[config.mk]
export PLATFORM = sky130hd
export DESIGN_NAME = instruction_sequencer
export DESIGN_NICKNAME = d
export VERILOG_FILES = /design/src/rtl/sequencer_pkg.sv /design/src/rtl/issue_counter.sv /design/src/rtl/instruction_sequencer.sv
export SDC_FILE = /design/constraint.sdc
export NUM_CORES = 1
export LEC_CHECK = 0
export CELL_PAD_IN_SITES_DETAIL_PLACEMENT = 1
export CELL_PAD_IN_SITES_GLOBAL_PLACEMENT = 1
export CORE_MARGIN = 10
export CORE_UTILIZATION = 41
export CTS_CLUSTER_DIAMETER = 80
export DETAILED_ROUTE_END_ITERATION = 16
export DONT_BUFFER_PORTS = 1
export PLACE_DENSITY = 0.81
export SETUP_SLACK_MARGIN = 0.5
export SLEW_MARGIN = 20
export SYNTH_ARGS = -nofsm -noshare
export SYNTH_HDL_FRONTEND = slang
export SYNTH_SLANG_ARGS = --single-unit
[constraint.sdc]
create_clock -name clk -period 1.8 [get_ports clk]
set_input_delay 0.36 -clock clk [delete_from_list [all_inputs] [get_ports clk]]
set_output_delay 0.36 -clock clk [all_outputs]
set_load 0.02 [all_outputs]
[src/rtl/sequencer_pkg.sv]
// Shared types and default encodings for the instruction sequencer and SM-side decode.
package sequencer_pkg;

   typedef enum logic [2:0] {
      StIdle,
      StFetch,
      StLoad,
      StIssue,
      StDone,
      StPause
   } seq_state_e;

   localparam logic [14:0] DefaultNop  = 15'h0000;
   localparam logic [14:0] DefaultHalt = 15'h7FFF;

   // Counter width able to hold ISSUE_CYCLES-1 with headroom for the zero flag.
   function automatic int unsigned cnt_width(input int unsigned cycles);
      return $clog2(cycles) + 1;
   endfunction

endpackage

[src/rtl/issue_counter.sv]
// Loadable down-counter with a zero flag; times how long an instruction is held.
module issue_counter
   import sequencer_pkg::*;
#(
   parameter int unsigned ISSUE_CYCLES = 3,
   localparam int unsigned CntWidth = cnt_width(ISSUE_CYCLES)
) (
   input  logic                clk,
   input  logic                reset,
   input  logic                clear,
   input  logic                load,
   input  logic [CntWidth-1:0] load_value,
   input  logic                dec,
   output logic                zero
);

   logic [CntWidth-1:0] count;

   always_ff @(posedge clk) begin
      if (reset || clear) begin
         count <= '0;
      end else if (load) begin
         count <= load_value;
      end else if (dec && (count != '0)) begin
         count <= count - CntWidth'(1);
      end
   end

   assign zero = (count == '0);

endmodule

[src/rtl/instruction_sequencer.sv]
// Fetches SM instructions from a synchronous RAM and holds each on `instruction`.
// Optional single-step mode: define INSTRUCTION_SEQUENCER_STEP_EN to add `step` and PAUSE.
module instruction_sequencer
   import sequencer_pkg::*;
#(
   parameter int unsigned INSTRUCTION_WIDTH = 15,
   parameter int unsigned PC_WIDTH = 8,
   parameter int unsigned ISSUE_CYCLES = 3,
   parameter logic [INSTRUCTION_WIDTH-1:0] NOP_INSTR = INSTRUCTION_WIDTH'(DefaultNop),
   parameter logic [INSTRUCTION_WIDTH-1:0] HALT_INSTR = INSTRUCTION_WIDTH'(DefaultHalt)
) (
   input  logic                         clk,
   input  logic                         reset,
   input  logic                         start,
   input  logic                         abort,
`ifdef INSTRUCTION_SEQUENCER_STEP_EN
   input  logic                         step,
`endif
   input  logic [PC_WIDTH-1:0]          base_pc,
   output logic [PC_WIDTH-1:0]          instr_addr,
   input  logic [INSTRUCTION_WIDTH-1:0] instr_q,
   output logic [INSTRUCTION_WIDTH-1:0] instruction,
   output logic                         issue_valid,
   output logic                         busy,
   output logic                         done,
   output logic [PC_WIDTH-1:0]          pc
);

   localparam int unsigned CntWidth = cnt_width(ISSUE_CYCLES);
   localparam logic [CntWidth-1:0] IssueLoad = CntWidth'(ISSUE_CYCLES - 1);

   seq_state_e state;
   logic       is_halt;
   logic       cnt_zero;
   logic       cnt_load;
   logic       cnt_dec;
   logic       cnt_clear;

   always_comb begin
      is_halt   = (instr_q == HALT_INSTR);
      cnt_load  = (state == StLoad) && !abort && !is_halt;
      cnt_dec   = (state == StIssue) && !abort && !cnt_zero;
      cnt_clear = abort && (state != StIdle);
   end

   assign instr_addr = pc;

   issue_counter #(
      .ISSUE_CYCLES(ISSUE_CYCLES)
   ) u_issue_counter (
      .clk       (clk),
      .reset     (reset),
      .clear     (cnt_clear),
      .load      (cnt_load),
      .load_value(IssueLoad),
      .dec       (cnt_dec),
      .zero      (cnt_zero)
   );

   // Outputs are registered alongside the state so they track it cycle for cycle.
   always_ff @(posedge clk) begin
      if (reset) begin
         state       <= StIdle;
         pc          <= '0;
         instruction <= NOP_INSTR;
         issue_valid <= 1'b0;
         busy        <= 1'b0;
         done        <= 1'b0;
      end else begin
         done <= 1'b0;
         unique case (state)
            StIdle: begin
               if (start) begin
                  pc    <= base_pc;
                  busy  <= 1'b1;
                  state <= StFetch;
               end
            end
            StFetch: begin
               if (abort) begin
                  busy  <= 1'b0;
                  state <= StIdle;
               end else begin
                  state <= StLoad;
               end
            end
            StLoad: begin
               if (abort) begin
                  busy  <= 1'b0;
                  state <= StIdle;
               end else if (is_halt) begin
                  done  <= 1'b1;
                  state <= StDone;
               end else begin
                  instruction <= instr_q;
                  issue_valid <= 1'b1;
                  pc          <= pc + PC_WIDTH'(1);
                  state       <= StIssue;
               end
            end
            StIssue: begin
               if (abort) begin
                  instruction <= NOP_INSTR;
                  issue_valid <= 1'b0;
                  busy        <= 1'b0;
                  state       <= StIdle;
               end else if (cnt_zero) begin
                  instruction <= NOP_INSTR;
                  issue_valid <= 1'b0;
`ifdef INSTRUCTION_SEQUENCER_STEP_EN
                  state       <= StPause;
`else
                  state       <= StFetch;
`endif
               end
            end
            StDone: begin
               busy  <= 1'b0;
               state <= StIdle;
            end
`ifdef INSTRUCTION_SEQUENCER_STEP_EN
            StPause: begin
               if (abort) begin
                  busy  <= 1'b0;
                  state <= StIdle;
               end else if (step) begin
                  state <= StFetch;
               end
            end
`endif
            default: begin
               instruction <= NOP_INSTR;
               issue_valid <= 1'b0;
               busy        <= 1'b0;
               state       <= StIdle;
            end
         endcase
      end
   end

endmodule

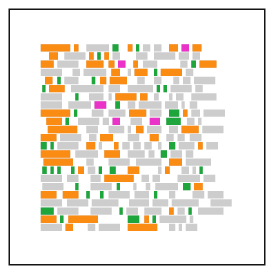
*Logic cells by family, run 1*
(3 px per um)
NAND gates: shown in green, cells 39. inverting AOI/OAI gates: shown in orange, cells 52. AND-OR and OR-AND gates: shown in magenta, cells 5.
Comb area share: 0.5112
final cell count without fillers: 269

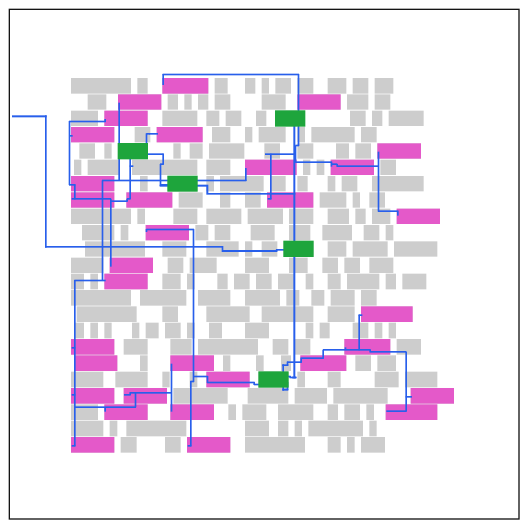
*Routed clock nets over the placement, run 1*
(6 px per um)
clock wires: shown in blue, length 534 um. clock drivers: shown in green, count 5. flip-flops: shown in magenta, count 32.
There are 6 routed clock nets.
Worst Skew: 0.01340 ns
power of the clock network: 730 uW

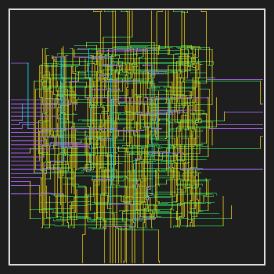
*Routed metal, one color a layer, run 1*
(3 px per um)
metal 1: shown in green, wire length 3030 um. metal 2: shown in yellow, wire length 4270 um. metal 3: shown in purple, wire length 726 um. metal 4: shown in cyan, wire length 312 um.
total global routing track utilization: 0.1775
routed wirelength normalized by instance count: 30.98 um
routed vias: 1779

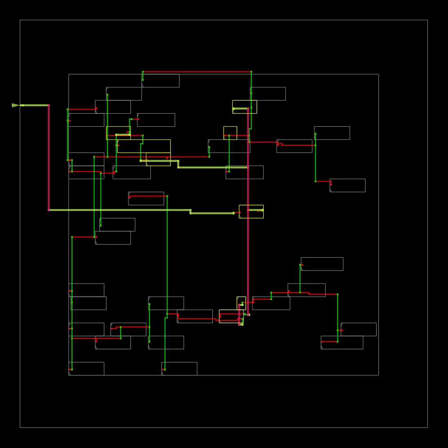
*The clock network, run 1*
FF+latch count: 32
sink count of the clock tree: 32

==> flow_metrics.py, run 1 <==
# Metrics from the implementation run
metrics = {
    "global_routing": {
        "first_global_vias": 1892,
        "use_met3": 0.07440,
        "number_of_antenna_violations_at_the_first_check_in_global_routing": 0,
        "grt_start_max_net_pins": 21,
    },
    "cells_and_area": {
        "nFillCells": 416,
        "final_core_util": 0.6391,
    },
    "timing": {
        "layout_setup_ws_ns": 0.05251,
        "worst_pin_slew_ns": 0.6675,
        "grt_setup_unrepaired": "true",
        "fin_tns_setup_ns": 0,
    },
    "power": {
        "seq_power_uw": 789,
        "power.switching_uw": 589.5,
        "totalPowerFinal_mw": 1.887,
    },
    "setup_path": {
        "setup.worst_path.class": "reg2reg",
        "crit_path_start_kind": "flip-flop",
        "critPathMaxFanout": 8,
        "cp.required_ns": 2.03,
    },
    "job": {
        "max_cap_viol_count": 0,
    },
    "synth": {
        "top_cells_by_count": "dfxtp_1 (32), nand2_1 (28), o2bb2ai_1 (15)",
        "synth_top_flop_cell": "dfxtp_1",
        "synth.cellmix.adderShare": 0.02187,
        "muxShareOfSynthArea": 0.01312,
        "ys_seq_share": 0.3732,
    },
    "floorplan": {
        "chipWidth_um": 84.71,
        "placement_rows": 23,
    },
    "clock_tree": {
        "clock_latency_at_the_later_pin_of_the_worst_skew_pair_ns": 0.30,
        "cts-htree-levels": 2,
        "cts_setup_buffers": 12,
        "cts-resized-gates": 45,
        "clkSlewWorstSetupHoldPaths_ns": 0.08,
    },
    "routing": {
        "vias_per_cell": 6.613,
        "routed_wl_um": 8334,
    },
    "status": {
        "outcome": "finished, final reports clean",
    },
    "hold_path": {
        "hold_path.startpoint": "reset",
    },
    "placement": {
        "dpl_worst_slack_ns": 0.03417,
    },
}
==> run 1: cell type report <==
cell class / instances / area (sq um) / share of cell area
Multi-Input combinational cell: 131 / 1316 / 0.5112
Sequential cell: 32 / 659.4 / 0.2561
Timing Repair Buffer: 41 / 399.1 / 0.1550
Clock buffer: 5 / 68.82 / 0.02672
Tap cell: 50 / 62.56 / 0.02430
Clock inverter: 3 / 42.54 / 0.01652
Inverter: 7 / 26.28 / 0.01020
==> run 1: worst max-delay path: stages (launching register included) <==
cell and delay, ns:
dfxtp_4 0.37, buf_12 0.14, nor4b_4 0.36, nor2_1 0.19
a211oi_1 0.34, o221a_1 0.26
==> run 2, diff against run 1 <==
- CTS_CLUSTER_SIZE: default -> 12
- PLACE_DENSITY: 0.81 -> 0.77
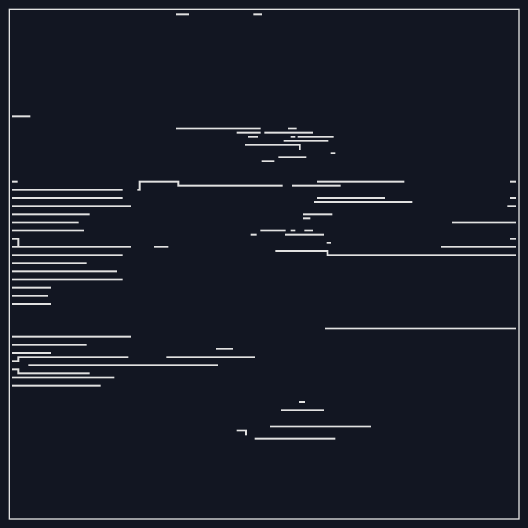
*Metal 3, run 2*
(6 px per um)
The longest straight run is 31.5 um. The layer carries 643 um of wire. The layer holds 9.2% of the routed length. The wires run mostly horizontal. 52 nets have wire on it.
fraction of met3 tracks used by global routing: 0.06860
routed vias: 1698
routed wire length: 7024 um

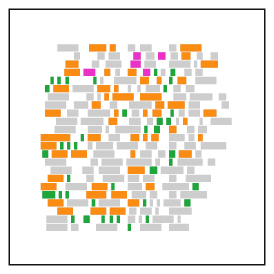
*Logic cells by family, run 2*
(3 px per um)
inverting AOI/OAI gates: shown in orange, cells 52. NAND gates: shown in green, cells 39. AND-OR and OR-AND gates: shown in magenta, cells 5, where north.
dominant logic cell type in the layout: nand2_1
final cell count without fillers: 263
Comb area share: 0.5124

==> run 2 against run 1 <==
Compared with the run above:
- setup slack gained 0.085 ns
- register-to-register slack improved by 0.08 ns
- die area did not move
- flip-flop count unchanged
- first-iteration DRC count up 27%
- maximum frequency grew 5.1%
==> flow_metrics.py, run 2 <==
# Metrics from the implementation run
metrics = {
    "setup_path": {
        "worstPathBufferInverterCount": 2,
        "setup.worst_path.class": "reg2reg",
        "cell_repeated_most_along_the_worst_path": "ha_4",
        "crit_path_start_kind": "flip-flop",
        "worst_path_max_delay_cell": "or3b_4",
        "critPathMaxFanout": 8,
        "cp_top_family": "simple AND/OR/NAND/NOR gates",
        "worst_path_largest_cell_delay_ns": 0.38,
    },
    "global_routing": {
        "gr-usage-all-layers": 0.1582,
        "first_global_vias": 1771,
        "grt_start_max_net_pins": 21,
        "number_of_antenna_violations_at_the_first_check_in_global_routing": 0,
    },
    "clock_tree": {
        "cts-htree-levels": 2,
        "clock_sinks": 32,
        "clock_latency_at_the_later_pin_of_the_worst_skew_pair_ns": 0.29,
    },
    "synth": {
        "yosys.cell_count.top_type": "dfxtp_1",
        "synth_top_flop_cell": "dfxtp_1",
        "ys_seq_share": 0.3732,
        "muxShareOfSynthArea": 0.01312,
    },
    "power": {
        "leakage_nw": 0.8543,
        "totalPowerFinal_mw": 1.727,
        "seq_power_uw": 791,
        "power.switching_uw": 565.0,
        "clock_power_uw": 581,
    },
    "timing": {
        "worst_pin_slew_ns": 0.6062,
        "grt_setup_unrepaired": "true",
        "fin_tns_setup_ns": 0,
        "layout_setup_ws_ns": 0.1374,
        "finalClockSkew_ns": 0.007586,
    },
    "job": {
        "max_cap_viol_count": 0,
    },
    "routing": {
        "vias_per_cell": 6.456,
        "drt-wirelength-per-cell_um": 26.71,
    },
    "floorplan": {
        "placement_rows": 23,
    },
    "cells_and_area": {
        "nFillCells": 450,
        "final-comb-area_sq_um": 1214,
        "final_core_util": 0.5879,
    },
    "status": {
        "outcome": "finished, final reports clean",
    },
    "placement": {
        "dpl_worst_slack_ns": -0.01487,
    },
}
[run 2: final timing paths]
check	slack (ns)	end	depth (start not counted)	start
min reg2reg	0.49	state[0]$_SDFFE_PP0P_	1	state[2]$_SDFFE_PP0P_
max	0.14	instruction[13]$_SDFFE_PP0P_	8	u_issue_counter.count[1]$_SDFFE_PP0P_
max reg2reg	0.14	instruction[13]$_SDFFE_PP0P_	8	u_issue_counter.count[1]$_SDFFE_PP0P_
min	0.12	state[0]$_SDFFE_PP0P_	1	reset
[run 2: cell type report]
type | count | area share
tap | 50 | 0.02641
clock inverter | 3 | 0.01004
inverter | 7 | 0.01109
timing repair buffer | 35 | 0.1326
multi-input combinational | 131 | 0.5124
clock buffer | 5 | 0.02905
sequential | 32 | 0.2784
Power and IR drop assume default switching activity.
